m3.png
Scale: 3 px per um.
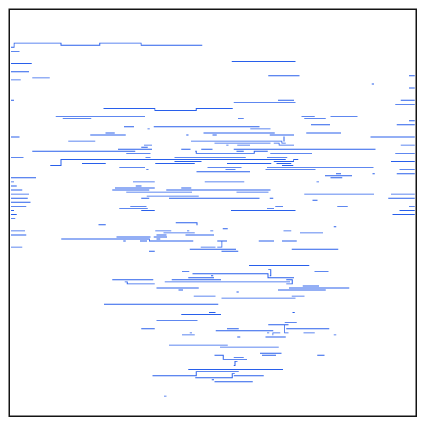
sizing.png
Scale: 3 px per um.
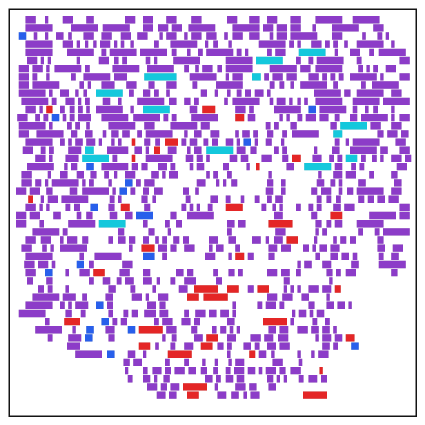
gates.png
Scale: 3 px per um.
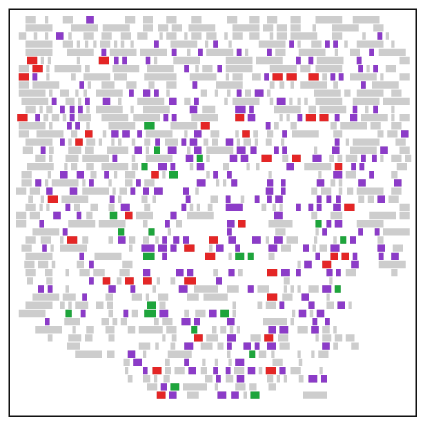
class_map.png
Scale: 3 px per um. Fill, decap, tap and diode cells in grey.
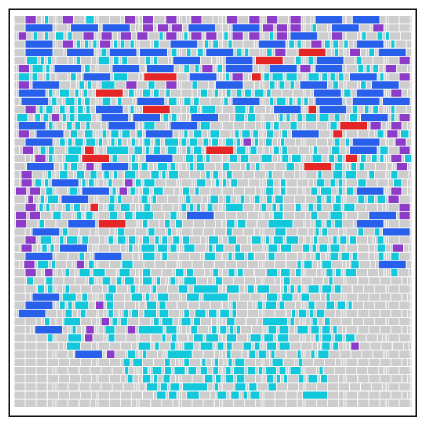
congestion_map.png
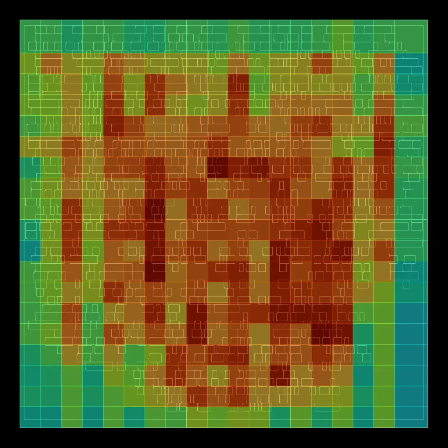
<file path="src/rtl/shift_normalizer_if.sv">
`default_nettype none
// ============================================================================
//  Module      : shift_normalizer_if
//  Description : Request/result bundle for the shift normalizer. The master
//                issues start/a/ctrl. The slave returns the handshake flags
//                and the normalize result.
//  Revision    : 1.0 - initial release
// ============================================================================
interface shift_normalizer_if;
    logic        start;
    logic [31:0] a;
    logic        ctrl;
    logic        busy;
    logic        done;
    logic [5:0]  shamt;
    logic [31:0] res;
    logic        zero;

    modport master (
        output start,
        output a,
        output ctrl,
        input  busy,
        input  done,
        input  shamt,
        input  res,
        input  zero
    );

    modport slave (
        input  start,
        input  a,
        input  ctrl,
        output busy,
        output done,
        output shamt,
        output res,
        output zero
    );
endinterface
`default_nettype wire

</file>
<file path="src/rtl/shift_normalizer.sv">
`default_nettype none
// ============================================================================
//  Module      : shift_normalizer
//  Description : Multi-cycle 32-bit normalizer. It runs a binary search over
//                the stages 16/8/4/2/1, one stage per cycle, to find the left
//                shift that normalizes the operand. The outputs are the shift
//                amount and the shifted value.
//                Define SHIFT_NORMALIZER_CLS_EN to compile the
//                count-leading-sign-bits mode, which is selected by ctrl.
//                Without that define every operation is a CLZ.
//  Revision    : 1.0 - initial release
// ============================================================================
module shift_normalizer (
    input  wire                  clk,
    input  wire                  rst_n,
    shift_normalizer_if.slave    bus
);

    typedef enum logic [1:0] {
        S_IDLE = 2'd0,
        S_RUN  = 2'd1,
        S_DONE = 2'd2
    } state_t;

    localparam logic [2:0] C_FIRST_STAGE = 3'd4;

    state_t      r_state;
    state_t      w_state_nx;

    logic [31:0] r_work;
    logic [5:0]  r_count;
    logic [2:0]  r_stage;

    logic [5:0]  r_shamt;
    logic [31:0] r_res;
    logic        r_zero;

`ifdef SHIFT_NORMALIZER_CLS_EN
    logic        r_cls;
    logic        r_sign;
    logic        w_cls_hit;
`endif

    logic        w_accept;
    logic        w_last;
    logic        w_clz_hit;
    logic        w_hit;
    logic        w_is_clz;
    logic [5:0]  w_amt;
    logic [31:0] w_work_nx;
    logic [5:0]  w_count_nx;
    logic        w_work_zero;

    // DONE is treated as idle, so back-to-back requests lose no cycle.
    assign w_accept = (r_state != S_RUN) && bus.start;
    assign w_last   = (r_state == S_RUN) && (r_stage == 3'd0);

`ifdef SHIFT_NORMALIZER_CLS_EN
    assign w_is_clz = ~r_cls;
`else
    assign w_is_clz = 1'b1;
`endif

    // Stage test for the current search width 2^k. For CLZ, check whether
    // the top bits are all zero. For CLS, check whether the bits just below
    // bit 31 all match the captured sign.
    always_comb begin
        w_amt     = 6'd0;
        w_clz_hit = 1'b0;
`ifdef SHIFT_NORMALIZER_CLS_EN
        w_cls_hit = 1'b0;
`endif
        case (r_stage)
            3'd4: begin
                w_amt     = 6'd16;
                w_clz_hit = (r_work[31:16] == 16'h0000);
`ifdef SHIFT_NORMALIZER_CLS_EN
                w_cls_hit = (r_work[30:15] == {16{r_sign}});
`endif
            end
            3'd3: begin
                w_amt     = 6'd8;
                w_clz_hit = (r_work[31:24] == 8'h00);
`ifdef SHIFT_NORMALIZER_CLS_EN
                w_cls_hit = (r_work[30:23] == {8{r_sign}});
`endif
            end
            3'd2: begin
                w_amt     = 6'd4;
                w_clz_hit = (r_work[31:28] == 4'h0);
`ifdef SHIFT_NORMALIZER_CLS_EN
                w_cls_hit = (r_work[30:27] == {4{r_sign}});
`endif
            end
            3'd1: begin
                w_amt     = 6'd2;
                w_clz_hit = (r_work[31:30] == 2'b00);
`ifdef SHIFT_NORMALIZER_CLS_EN
                w_cls_hit = (r_work[30:29] == {2{r_sign}});
`endif
            end
            3'd0: begin
                w_amt     = 6'd1;
                w_clz_hit = (r_work[31] == 1'b0);
`ifdef SHIFT_NORMALIZER_CLS_EN
                w_cls_hit = (r_work[30] == r_sign);
`endif
            end
            default: begin
                w_amt     = 6'd0;
                w_clz_hit = 1'b0;
            end
        endcase
    end

    // Apply the stage result. A CLS search never takes all 32 bits,
    // because bit 31 is the sign reference and is never tested.
`ifdef SHIFT_NORMALIZER_CLS_EN
    assign w_hit = r_cls ? w_cls_hit : w_clz_hit;
`else
    assign w_hit = w_clz_hit;
`endif

    assign w_work_nx   = w_hit ? (r_work << w_amt) : r_work;
    assign w_count_nx  = w_hit ? (r_count + w_amt) : r_count;
    assign w_work_zero = (w_work_nx == 32'h0000_0000);

    // State register. Reset aborts any computation in flight.
    always_ff @(posedge clk or negedge rst_n) begin
        if (!rst_n) begin
            r_state <= S_IDLE;
        end else begin
            r_state <= w_state_nx;
        end
    end

    // Next-state logic: IDLE or DONE, then RUN for five stages, then DONE.
    always_comb begin
        w_state_nx = r_state;
        case (r_state)
            S_IDLE: begin
                if (w_accept) begin
                    w_state_nx = S_RUN;
                end
            end
            S_RUN: begin
                if (w_last) begin
                    w_state_nx = S_DONE;
                end
            end
            S_DONE: begin
                w_state_nx = w_accept ? S_RUN : S_IDLE;
            end
            default: begin
                w_state_nx = S_IDLE;
            end
        endcase
    end

    // Working registers. Capture on accept, then take one search step
    // per RUN cycle.
    always_ff @(posedge clk or negedge rst_n) begin
        if (!rst_n) begin
            r_work  <= 32'h0000_0000;
            r_count <= 6'd0;
            r_stage <= 3'd0;
        end else if (w_accept) begin
            r_work  <= bus.a;
            r_count <= 6'd0;
            r_stage <= C_FIRST_STAGE;
        end else if (r_state == S_RUN) begin
            r_work  <= w_work_nx;
            r_count <= w_count_nx;
            r_stage <= r_stage - 3'd1;
        end
    end

`ifdef SHIFT_NORMALIZER_CLS_EN
    // Mode and sign reference. Both are frozen for the whole operation.
    always_ff @(posedge clk or negedge rst_n) begin
        if (!rst_n) begin
            r_cls  <= 1'b0;
            r_sign <= 1'b0;
        end else if (w_accept) begin
            r_cls  <= bus.ctrl;
            r_sign <= bus.a[31];
        end
    end
`endif

    // Result registers. They load on the last stage, so they are visible
    // in the DONE cycle. Otherwise they hold their value.
    // An all-zero CLZ operand reports 32, not the search total of 31.
    always_ff @(posedge clk or negedge rst_n) begin
        if (!rst_n) begin
            r_shamt <= 6'd0;
            r_res   <= 32'h0000_0000;
            r_zero  <= 1'b0;
        end else if (w_last) begin
            r_res <= w_work_nx;
            if (w_is_clz && w_work_zero) begin
                r_shamt <= 6'd32;
                r_zero  <= 1'b1;
            end else begin
                r_shamt <= w_count_nx;
                r_zero  <= 1'b0;
            end
        end
    end

    assign bus.busy  = (r_state == S_RUN);
    assign bus.done  = (r_state == S_DONE);
    assign bus.shamt = r_shamt;
    assign bus.res   = r_res;
    assign bus.zero  = r_zero;

endmodule
`default_nettype wire

</file>
<file path="src/flat_wrapper.sv">
// flat-port wrapper written by rule: the top's interface ports become plain ports
module shift_normalizer_flat 
  (clk, rst_n, bus_start, bus_a, bus_ctrl, bus_busy, bus_done, bus_shamt, bus_res, bus_zero);
  shift_normalizer_if bus_i ();
  input  wire clk;
  input  wire rst_n;
  input wire logic [$bits(bus_i.start)-1:0] bus_start;
  input wire logic [$bits(bus_i.a)-1:0] bus_a;
  input wire logic [$bits(bus_i.ctrl)-1:0] bus_ctrl;
  output wire logic [$bits(bus_i.busy)-1:0] bus_busy;
  output wire logic [$bits(bus_i.done)-1:0] bus_done;
  output wire logic [$bits(bus_i.shamt)-1:0] bus_shamt;
  output wire logic [$bits(bus_i.res)-1:0] bus_res;
  output wire logic [$bits(bus_i.zero)-1:0] bus_zero;
  assign bus_i.start = bus_start;
  assign bus_i.a = bus_a;
  assign bus_i.ctrl = bus_ctrl;
  assign bus_busy = bus_i.busy;
  assign bus_done = bus_i.done;
  assign bus_shamt = bus_i.shamt;
  assign bus_res = bus_i.res;
  assign bus_zero = bus_i.zero;
  shift_normalizer u_core (.clk(clk), .rst_n(rst_n), .bus(bus_i));
endmodule
</file>
<file path="config.mk">
export PLATFORM = sky130hd
export DESIGN_NAME = shift_normalizer_flat
export DESIGN_NICKNAME = d
export VERILOG_FILES = /design/src/rtl/shift_normalizer_if.sv /design/src/rtl/shift_normalizer.sv /design/src/flat_wrapper.sv
export SDC_FILE = /design/constraint.sdc
export NUM_CORES = 1
export LEC_CHECK = 0
export CELL_PAD_IN_SITES_DETAIL_PLACEMENT = 1
export CELL_PAD_IN_SITES_GLOBAL_PLACEMENT = 2
export CORE_UTILIZATION = 37
export DETAILED_ROUTE_END_ITERATION = 12
export PLACE_DENSITY = 0.9
export SLEW_MARGIN = 0
export SYNTH_ARGS = -nofsm -noshare
export SYNTH_HDL_FRONTEND = slang
export SYNTH_SLANG_ARGS = --single-unit
</file>
<file path="constraint.sdc">
create_clock -name clk -period 8 [get_ports clk]
set_input_delay 2 -clock clk [delete_from_list [all_inputs] [get_ports clk]]
set_output_delay 2 -clock clk [all_outputs]
set_load 0.01 [all_outputs]
</file>
==> results.yml <==
# implementation run metrics
logic_synthesis:
  edf_count: 0
  synth-xor-area-share_pct: 0.401
  yosysUniqueCellTypes: 79
  topCellsByArea: "dfrtp_1, nand2_1, o21ai_0"
  synth.top_cell.area_share_pct: 31.3
  synth_nets: 860
  ys_seq_share_pct: 31.3
  synth-simple-area-share_pct: 20.9
  ys_area_mm2: 0.00656
  synthArstFlopShare_pct: 100
  syn_inst: 813
  flop_cell: "dfrtp_1"
  compound_area_share_pct: 29.0
  synthesis.area_mm2: 0.00656
  synthMuxAreaShare_pct: 9.19
  numSynthFlops: 82
  synth.most_common_cell: "nand2_1"
  syn_area_per_cell_um2: 8.07
  top_area_cell: "dfrtp_1"
  adder_share_pct: 2.21
  yosysWarnings: 0
job:
  tool_warnings: 31
  maxCapViolCount: 0
pwr:
  power.total_w: 0.00369
  internal_power_w: 0.00173
  p_switching_w: 0.00196
  leakage_nw: 2.99
  powerClk_w: 0.000436
  vdd_drop_max_mv: 0.204
  pwr-share-seq_pct: 25.7
  power.share.switching_pct: 53.0
  combPwrFrac_pct: 62.5
  cellPowerDensity_mw_per_mm2: 483
  clock_power_share_pct: 11.8
global_routing:
  grt_usage_pct: 31.6
  top_usage_layer: "met2"
  grt_max_degree: 83
  grt_overflow: 0
  antenna_found_initial: 0
  use_met1_pct: 41.2
  grtUsageMet2_pct: 51.5
status:
  status: "complete, no violations"
finish:
  clock_buffers: 9
  comb-cell-share_pct: 53.1
  area_delta_synth_final_pct: 16.3
  num-multi-input-gates: 617
  largest_class: "multi-input combinational cells"
  drive_gt1_share_pct: 8.45
  n_all_buffers: 89
  flops: 82
  seq_area_mm2: 0.00205
  diodes: 0
  final_cells: 1053
  logic_area_mm2: 0.00405
  fillers: 2038
  final_cell_mix: "nand2_1, dfrtp_1, clkdlybuf4s50_1, o21ai_0, a21oi_1"
  lay_top_count: "nand2_1"
  inv_count: 24
  buf_share_pct: 11.1
worst_hold_path:
  hold_path_end: "u_core.bus.zero$_DFFE_PN0P_"
  min_path_type: "reg2reg"
  min-delay-start: "u_core.bus.zero$_DFFE_PN0P_"
sta:
  slew_viol_final: 0
  tns_ns: 0
  timing.final.crit_period_ns: 5.19
  max_freq_mhz: 193
  hold_viol: 0
  post-route-period-util_pct: 64.8
  rsz0062_at_grt: "no"
  holdWs_ns: 0.486
  worst_slack_ns: 2.81
  skew_ns: 0.00965
place:
  hpwl_mm: 19.5
  portBuffers: 75
  dp.cells: 1037
  dpl_cell_area_mm2: 0.00732
  place.gp.congestion: 0.964
setup_path:
  crit_path_cell_trace: "inv_1, ha_1, buf_4, nand2b_1, inv_1, a21oi_1, o21ai_2, buf_4, nor2_1, buf_4, o41ai_2, o2111ai_1, nor4_2, nand4_2, a21boi_1"
  crit_buf_inv: 5
  crit_end: "u_core.bus.shamt[1]$_DFFE_PN0P_"
  path_depth: 15
  crit_required_ns: 8.23
  reg2reg_to: "u_core.bus.shamt[1]$_DFFE_PN0P_"
  cp-startpoint: "u_core.r_stage[0]$_DFFE_PN0P_"
  arrival_ns: 5.42
  crit_path_frequent_cell: "buf_4"
  path_delay_family: "buffers and inverters"
  setup.worst_path.class: "reg2reg"
  r2r-start: "u_core.r_stage[0]$_DFFE_PN0P_"
  worst_path_largest_cell_delay_ns: 0.68
floorplan:
  taps: 225
  dieArea_mm2: 0.0183
  fp_util_pct: 37.9
detailed_routing:
  top_layer_used: "met4"
  dr_wl_met2_mm: 13.2
  drcViolationCount: 0
  vias_per_cell: 6.54
  wl_met3_mm: 1.98
  first_pass_iters: 7
  vias: 6891
  initialDrtViolationCount: 688
clock_network:
  worstSkewPairLatency_ns: 0.35
  cts_hold_buf: 0
  cts_tree: "done"
  post_cts.repair.setup_buffers: 0
  htree_levels: 3
  ctsResizeCount: 0
About m3.png:
The layer carries 1980 um of wire. 136 nets have wire on it.

About sizing.png:
Key: x1 and smaller = purple [cells 758, most used nand2_1]; x2 = red [cells 37, most used mux2_2]; x3 and x4 = blue [cells 19, most used buf_4]; x6 and larger = cyan [cells 14, most used clkbuf_16]

About gates.png:
Key: and/or cells = green [cells 22]; aoi and oai cells = purple [cells 242, where spread over the die]; non-inverting ao/oa cells = red [cells 41, where spread over the die]

About class_map.png:
Key: remaining logic cells = cyan [cells 641, share of their area 56%]; remaining buffers and delay cells = purple [cells 89, share of their area 12%]; sequential cells = blue [cells 82, share of their area 28%]; clock drivers and dummy loads = red [cells 16, share of their area 4.2%]
# rows: 48
cell area after layout: 0.00763 mm^2
Core Area: 0.0173 mm^2
final core area utilization: 44.1%
Seq area share: 26.9%

About congestion_map.png:
met3 GRT Util: 5.24%
Routed wire per std cell: 26.5 um

Power figures rest on the tool's default switching activity, not on a simulated workload.
